### src/rtl/preg_release_writer.sv
// Write-side producer for the free physical-register queue: seeds unmapped
// pregs after reset, then buffers committed releases and drains them in order.
module preg_release_writer #(
  parameter int PREG_W    = 7,
  parameter int NUM_PREGS = 128,
  parameter int NUM_AREGS = 32,
  parameter int BUF_DEPTH = 8
) (
  input  logic              clk,
  input  logic              rst,
  input  logic              rel_valid_0,
  input  logic [PREG_W-1:0] rel_preg_0,
  input  logic              rel_valid_1,
  input  logic [PREG_W-1:0] rel_preg_1,
  output logic              rel_ready,
  output logic              fq_w_en,
  output logic [PREG_W-1:0] fq_preg_in,
  input  logic              fq_full,
  output logic              init_done,
  output logic              ovf_err
);

  localparam int PTR_W = $clog2(BUF_DEPTH);
  localparam int CNT_W = $clog2(BUF_DEPTH + 1);

  typedef enum logic {S_INIT = 1'b0, S_RUN = 1'b1} state_t;

  state_t              state_q, state_d;
  logic [PREG_W-1:0]   init_ptr_q, init_ptr_d;
  logic [PREG_W-1:0]   buf_q [BUF_DEPTH];
  logic [PTR_W-1:0]    head_q, head_d, tail_q, tail_d, wr1_idx_s;
  logic [CNT_W-1:0]    count_q, count_d;
  logic                ovf_q, ovf_d;
  logic                run_s, rdy_s, acc0_s, acc1_s, drop_s, wr_s;
  logic [1:0]          acc_n_s;

  // Acceptance, drop detection and write strobe from registered state
  always_comb begin
    run_s   = (state_q == S_RUN);
    rdy_s   = run_s && (count_q <= CNT_W'(BUF_DEPTH - 2));
    acc0_s  = rel_valid_0 && (rel_preg_0 != {PREG_W{1'b0}}) && rdy_s;
    acc1_s  = rel_valid_1 && (rel_preg_1 != {PREG_W{1'b0}}) && rdy_s;
    acc_n_s = {1'b0, acc0_s} + {1'b0, acc1_s};
    // Any release during seeding is lost; in RUN only non-zero ones count
    drop_s  = (rel_valid_0 && (!run_s || ((rel_preg_0 != {PREG_W{1'b0}}) && !rdy_s)))
           || (rel_valid_1 && (!run_s || ((rel_preg_1 != {PREG_W{1'b0}}) && !rdy_s)));
    wr1_idx_s = acc0_s ? (tail_q + PTR_W'(1)) : tail_q;
    if (run_s) begin
      wr_s = (count_q != {CNT_W{1'b0}}) && !fq_full;
    end else begin
      wr_s = !fq_full;
    end
  end

  // Next-state computation for FSM, seed pointer, buffer pointers and flag
  always_comb begin
    state_d    = state_q;
    init_ptr_d = init_ptr_q;
    head_d     = head_q;
    if (!run_s && wr_s) begin
      init_ptr_d = init_ptr_q + PREG_W'(1);
      if (init_ptr_q == PREG_W'(NUM_PREGS - 1)) begin
        state_d = S_RUN;
      end else begin
        state_d = S_INIT;
      end
    end else if (run_s && wr_s) begin
      head_d = head_q + PTR_W'(1);
    end else begin
      head_d = head_q;
    end
    tail_d  = tail_q + PTR_W'(acc_n_s);
    count_d = count_q + CNT_W'(acc_n_s) - CNT_W'(run_s && wr_s);
    ovf_d   = ovf_q | drop_s;
  end

  // State registers and release buffer storage
  always_ff @(posedge clk) begin
    if (rst) begin
      state_q    <= S_INIT;
      init_ptr_q <= PREG_W'(NUM_AREGS);
      head_q     <= {PTR_W{1'b0}};
      tail_q     <= {PTR_W{1'b0}};
      count_q    <= {CNT_W{1'b0}};
      ovf_q      <= 1'b0;
      for (int i = 0; i < BUF_DEPTH; i++) begin
        buf_q[i] <= {PREG_W{1'b0}};
      end
    end else begin
      state_q    <= state_d;
      init_ptr_q <= init_ptr_d;
      head_q     <= head_d;
      tail_q     <= tail_d;
      count_q    <= count_d;
      ovf_q      <= ovf_d;
      if (acc0_s) begin
        buf_q[tail_q] <= rel_preg_0;
      end
      if (acc1_s) begin
        buf_q[wr1_idx_s] <= rel_preg_1;
      end
    end
  end

  // Outputs forced quiet while reset is held
  always_comb begin
    rel_ready  = !rst && rdy_s;
    fq_w_en    = !rst && wr_s;
    init_done  = !rst && run_s;
    ovf_err    = !rst && ovf_q;
    if (rst) begin
      fq_preg_in = {PREG_W{1'b0}};
    end else if (!run_s) begin
      fq_preg_in = init_ptr_q;
    end else if (count_q != {CNT_W{1'b0}}) begin
      fq_preg_in = buf_q[head_q];
    end else begin
      fq_preg_in = {PREG_W{1'b0}};
    end
  end

endmodule

### config.mk
export PLATFORM = sky130hd
export DESIGN_NAME = preg_release_writer
export DESIGN_NICKNAME = d
export VERILOG_FILES = /design/src/rtl/preg_release_writer.sv
export SDC_FILE = /design/constraint.sdc
export NUM_CORES = 1
export LEC_CHECK = 0
export CAP_MARGIN = 20
export CORE_MARGIN = 4
export CORE_UTILIZATION = 40
export CTS_BUF_LIST = sky130_fd_sc_hd__clkbuf_4 sky130_fd_sc_hd__clkbuf_8
export DETAILED_ROUTE_END_ITERATION = 12
export PLACE_DENSITY_LB_ADDON = 0.1
export SLEW_MARGIN = 20
export SYNTH_ARGS = -nofsm -noshare
export SYNTH_HDL_FRONTEND = slang
export SYNTH_SLANG_ARGS = --single-unit
### constraint.sdc
create_clock -name clk -period 3.6 [get_ports clk]
set_input_delay 0.54 -clock clk [delete_from_list [all_inputs] [get_ports clk]]
set_output_delay 0.54 -clock clk [all_outputs]
set_load 0.02 [all_outputs]
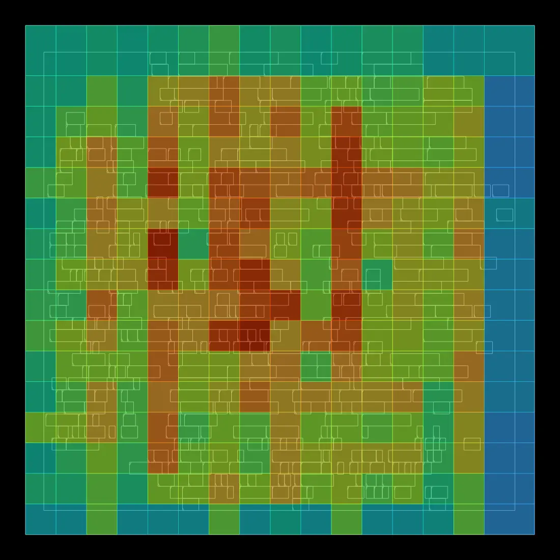
Fig. 1. Track usage over the die (run 1).
global routing usage on met3: 3.526%
global routing met2 resource utilization: 30.97%
routing layer with the top usage in global route: met2
Global Route met1 Usage: 26.05%

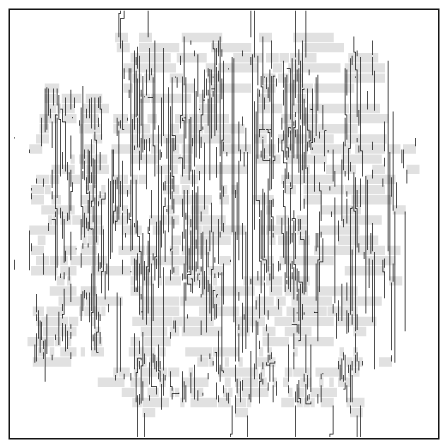
Fig. 2. Signal wires on met2 (run 1).
Cells faint in the background.
share of all routed wire: 49%
longest straight run: 74.5 um
wire length on this layer: 5,760 um
main direction: vertical
aggregate routed wire length: 11,830 um
vias after detailed routing: 3,171

==> reports/summary.log, run 1 <==
[power] Comb. pwr 145 uW
[logic_synthesis] per-instance average area after synthesis 12.30 um^2
[clocking] H-tree depth 3
[timing] setup TNS after final layout 0 ns
[power] portion of total power attributed to the clock network 36.4%
[logic_synthesis] syn nets 404
[placement] DP HPWL 8400 um
[power] total chip power 1801 uW
[final_layout] area of the multi-input gates 0.002186 mm^2
[power] worst-case vdd ir drop 0.2466 mV
[routing] uppermost metal layer occupied by signal nets met4
[clocking] clk buf depth 2
[clocking] Root Buffer Master sky130_fd_sc_hd__clkbuf_8
[logic_synthesis] yosys adder share 4.167%
[power] part of the power in registers 55.6%
[logic_synthesis] fraction of the yosys area taken by sequential cells 46.49%
[logic_synthesis] total number of yosys warnings 0
[power] cell-internal power 1382 uW
[final_layout] final cell utilization of the core 47.92%
[run_status] status completed
[power] leakage 0.001828 uW
[setup_path] category of the worst setup path launch point primary input
[logic_synthesis] post-synthesis share of cell area spent on and-or and or-and gates 20.15%
[setup_path] cells along the critical path clkdlybuf4s50_1 -> or4_4 -> o41ai_4 -> nor2_1 -> ha_1 -> inv_1 -> ha_1 -> inv_1 -> ha_1 -> fa_1 -> xnor2_1 -> nor2_1
[clocking] CTS tree yes
[placement] routability congestion estimate 0.7937
[setup_path] crit-path leading delay family adder cells
[setup_path] category of the most critical setup path in -> reg
[clocking] Clk pin slew, worst setup/hold paths 0.08 ns
[global_routing] Remaining Overflow, GRT 0
[setup_path] Required @ worst endpoint 3.84 ns
[routing] via count normalized by instance count 5.755
[setup_path] slowest stage delay, CP 0.59 ns
[clocking] CTS buffer count 9
[setup_path] Buf+Inv Stages, Crit Path 3
[global_routing] gr usage total 18.99%
[setup_path] FF-to-FF setup slack 0.86 ns
[hold_path] Min-Delay Endpoint ovf_q
[die] initial core utilization 41.56%
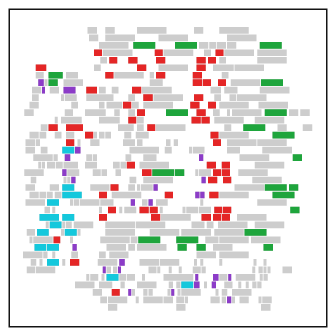
Fig. 3. Gate families picked out (run 1).
[cyan] adder and majority cells | cells: 14
[red] AND-OR and OR-AND gates | cells: 61
[purple] NAND gates | cells: 26
[green] multiplexers | cells: 23

run 1: registers in the layout, summed over array words and instances, names as in the netlist, named ones only:
signal and count:
count_q 4, buf_q 56, ovf_q 1, head_q 3, init_ptr_q 7, tail_q 3, run_s 1
run 1: worst max-delay path by stage:
stage / start / to
2_1_floorplan: rel_preg_1[4] / count_q[2]
3_3_place_gp: rel_preg_1[3] / count_q[2]
3_5_place_dp: rel_preg_1[3] / count_q[2]
4_1_cts: register / fq_preg_in[3]
5_1_grt: register / fq_preg_in[5]
6_report: rel_preg_1[3] / count_q[2]
run 1: cell usage after synthesis (2+ instances only):
cell type | number | share of area, %
sky130_fd_sc_hd__a211o_1 | 3 | 0.58
sky130_fd_sc_hd__a211oi_4 | 2 | 0.88
sky130_fd_sc_hd__a21oi_1 | 12 | 1.3
sky130_fd_sc_hd__a22o_1 | 28 | 5.4
sky130_fd_sc_hd__a31o_2 | 2 | 0.38
sky130_fd_sc_hd__a32o_1 | 21 | 4.6
sky130_fd_sc_hd__and2_1 | 3 | 0.41
sky130_fd_sc_hd__and3_1 | 2 | 0.27
sky130_fd_sc_hd__buf_1 | 9 | 0.74
sky130_fd_sc_hd__buf_2 | 10 | 1.1
sky130_fd_sc_hd__buf_4 | 2 | 0.33
sky130_fd_sc_hd__buf_6 | 4 | 0.99
sky130_fd_sc_hd__clkbuf_1 | 10 | 0.82
sky130_fd_sc_hd__dfxtp_1 | 22 | 9.6
sky130_fd_sc_hd__edfxtp_1 | 56 | 37
sky130_fd_sc_hd__fa_1 | 2 | 0.88
sky130_fd_sc_hd__ha_1 | 12 | 3.3
sky130_fd_sc_hd__inv_1 | 20 | 1.6
sky130_fd_sc_hd__mux2i_1 | 8 | 1.8
sky130_fd_sc_hd__mux4_2 | 14 | 6.9
sky130_fd_sc_hd__nand2_1 | 7 | 0.58
sky130_fd_sc_hd__nand2b_1 | 2 | 0.27
sky130_fd_sc_hd__nand3_1 | 12 | 1.3
sky130_fd_sc_hd__nand4_1 | 4 | 0.55
sky130_fd_sc_hd__nor2_1 | 33 | 2.7
sky130_fd_sc_hd__nor2b_1 | 7 | 0.96
sky130_fd_sc_hd__nor3_1 | 2 | 0.22
sky130_fd_sc_hd__nor3b_1 | 2 | 0.33
sky130_fd_sc_hd__nor4_2 | 2 | 0.55
sky130_fd_sc_hd__nor4_4 | 3 | 1.4
sky130_fd_sc_hd__o21ai_0 | 3 | 0.33
sky130_fd_sc_hd__o21ai_1 | 2 | 0.22
sky130_fd_sc_hd__o31ai_2 | 7 | 1.9
sky130_fd_sc_hd__or3_1 | 6 | 0.82
sky130_fd_sc_hd__xnor2_1 | 5 | 0.96
sky130_fd_sc_hd__xor2_1 | 5 | 0.96
run 1: stage by stage:
step                worst slack (ns)  instances  hold WS, ns
floorplan                     0.4624        371       0.4290
global placement              0.1068        535       0.4514
detailed placement           0.08497        535       0.4718
CTS                           0.4111        551       0.4988
global route                  0.3394        551       0.5374
finish                        0.4658        551       0.4905
run 1: area by class of cell:
class	count	area share, %
Clock inverter	5	0.9510
Tap cell	140	3.329
Inverter	20	1.427
Multi-Input combinational cell	238	41.54
Timing Repair Buffer	59	9.796
Sequential cell	78	40.32
Clock buffer	11	2.639
--- run 2 (diff from run 1) ---
CELL_PAD_IN_SITES_DETAIL_PLACEMENT = 1   (was unset)
CELL_PAD_IN_SITES_GLOBAL_PLACEMENT = 1   (was unset)
MAX_ROUTING_LAYER = met4   (was unset)
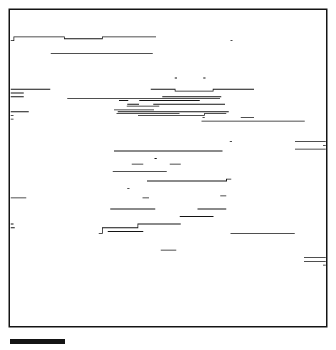
Fig. 4. The metal 3 layer (run 2).
Scale bar: 20 um.
wire length on this layer: 714 um
main direction: horizontal
nets with wire on the layer: 38
longest straight run: 55.2 um
share of all routed wire: 5.7%

==> run 2 against run 1 <==
  * Clock skew grew 0.0062 ns
  * Register-to-register slack got worse by 0.15 ns
  * Total power increased by 1.9%
  * Sequential cell count unchanged
  * Synthesized cell count unchanged
  * Combinational power hardly changed
  * Die size unchanged
  * Synthesized area is the same
  * Global-route usage increased by 1.9 points
  * Fmax decreased by 1.3%
  * Clock power is 4.9% higher
  * Critical endpoint unchanged
  * Largest cell class unchanged
==> reports/summary.log, run 2 <==
[run_status] status completed
[global_routing] routing layer with the top usage in global route met2
[final_layout] flip-flop count of the largest register, all copies and words added 56 [unchanged]
[routing] vias after detailed routing 3,239 [+2.1%]
[logic_synthesis] library cell occupying the most area in the post-synthesis netlist sky130_fd_sc_hd__edfxtp_1
[routing] via count normalized by instance count 5.868 [+2.0%]
[power] leakage 0.001834 uW [+0.36%]
[final_layout] final cell utilization of the core 48.11% [+0.19 points]
[setup_path] cells along the critical path clkdlybuf4s50_1 -> or4_4 -> o41ai_4 -> nor2_1 -> ha_1 -> inv_1 -> ha_1 -> inv_1 -> ha_1 -> fa_1 -> xnor2_1 -> nor2_1
[setup_path] Required @ worst endpoint 3.84 ns [about the same]
[global_routing] gr usage total 20.85% [+1.9 points]
[global_routing] Remaining Overflow, GRT 0 [unchanged]
[power] total chip power 1835 uW [+1.9%]
[placement] cell count after placement 536 [+0.19%]
[logic_synthesis] syn nets 404 [unchanged]
[clocking] Root Buffer Master sky130_fd_sc_hd__clkbuf_8
[placement] DP HPWL 9148 um [+8.9%]
[final_layout] largest registers buf_q x56, init_ptr_q x7, count_q x4
[logic_synthesis] top cell types by occurrence after synthesis 56 x sky130_fd_sc_hd__edfxtp_1, 33 x sky130_fd_sc_hd__nor2_1, 28 x sky130_fd_sc_hd__a22o_1, 22 x sky130_fd_sc_hd__dfxtp_1, 21 x sky130_fd_sc_hd__a32o_1
[die] initial core utilization 41.56% [unchanged]
[global_routing] global routing usage on met3 3.895% [+0.37 points]
[setup_path] category of the most critical setup path in -> reg
[clocking] H-tree depth 3 [unchanged]
[routing] aggregate routed wire length 12,500 um [+5.7%]
[power] worst-case vdd ir drop 0.2272 mV [-7.9%]
[logic_synthesis] top cells by area in the synthesized netlist sky130_fd_sc_hd__edfxtp_1 37%, sky130_fd_sc_hd__dfxtp_1 9.6%, sky130_fd_sc_hd__mux4_2 6.9%
[clocking] Clk pin slew, worst setup/hold paths 0.09 ns [about the same]
[final_layout] tally of non-filler cells in the final layout 552 [+0.18%]
[global_routing] global routing met2 resource utilization 33.10% [+2.1 points]
[final_layout] register ranked first by flip-flop count buf_q
[clocking] CTS tree yes
[hold_path] Min-Delay Endpoint ovf_q
[setup_path] slowest stage delay, CP 0.55 ns [-0.04 ns]
[logic_synthesis] per-instance average area after synthesis 12.30 um^2 [unchanged]
[logic_synthesis] total number of yosys warnings 0 [unchanged]
[global_routing] Global Route met1 Usage 26.91% [+0.86 points]
[logic_synthesis] fraction of the yosys area taken by sequential cells 46.49% [unchanged]
[logic_synthesis] library cell with the highest instance count after synthesis sky130_fd_sc_hd__edfxtp_1
[timing] setup TNS after final layout 0 ns [unchanged]
==> run 2: worst max path at each step <==
| stage | from | cells past startpoint | slack [ns] | endpoint |
|---|---|---|---|---|
| detailed placement | rel_preg_1[5] | 12 | 0.04 | count_q[2] |
| CTS | register | 7 | 0.41 | fq_preg_in[4] |
| finish | rel_preg_1[5] | 12 | 0.43 | count_q[2] |
| floorplan | rel_preg_1[4] | 12 | 0.46 | count_q[2] |
| global placement | rel_preg_1[5] | 12 | 0.09 | count_q[2] |
| global route | register | 7 | 0.28 | fq_preg_in[4] |
==> run 2: logic make-up after synthesis <==
family | after synthesis | synth area share, %
DFF | 78 | 46.49
and+or+nand+nor | 94 | 12.66
xor gates and xnor gates | 10 | 1.919
muxes | 23 | 8.991
buffers and inverters | 55 | 5.619
AOI/OAI and AO/OA | 97 | 20.15
adders and majority gates | 14 | 4.167
==> run 2: cell type report <==
cell class	instances	area, um^2
clock buffers	10	131.4
clock inverters	6	71.32
fillers	1148	5699
inverters	20	75.07
multi-input cells	238	2186
flip-flops and latches	78	2122
well taps	140	175.2
repair buffers	60	523.0
==> run 2: critical path, delay by kind of cell <==
family	cells	cell delay, ns
AOI/OAI and AO/OA	1	0.29
xor gates and xnor gates	1	0.18
adders and majority gates	4	1.16
buffers and inverters	3	0.57
and+or+nand+nor	3	0.69
==> run 2: report_power, final <==
part | total [uW] | switching, uW | internal (uW)
Clock | 687 | 354 | 333
Sequential | 1000 | 11.6 | 991
Combinational | 145 | 84.1 | 61.2
Total | 1840 | 450 | 1390
==> run 2: routing by layer <==
metal	up-vias	wire, um
met1	1628	5377
met5	-	0
met4	0	214
met2	82	6196
met3	14	714
li1	1515	-
==> run 2: metrics by stage <==
stage,hold slack [ns],cell area (um^2),setup WS (ns)
global placement,0.4472,5081,0.09445
detailed placement,0.4564,5081,0.03589
global route,0.5295,5284,0.2810
CTS,0.4801,5284,0.4109
finish,0.4729,5284,0.4253
floorplan,0.4290,4564,0.4624
Power is estimated from default activity; no workload was simulated.
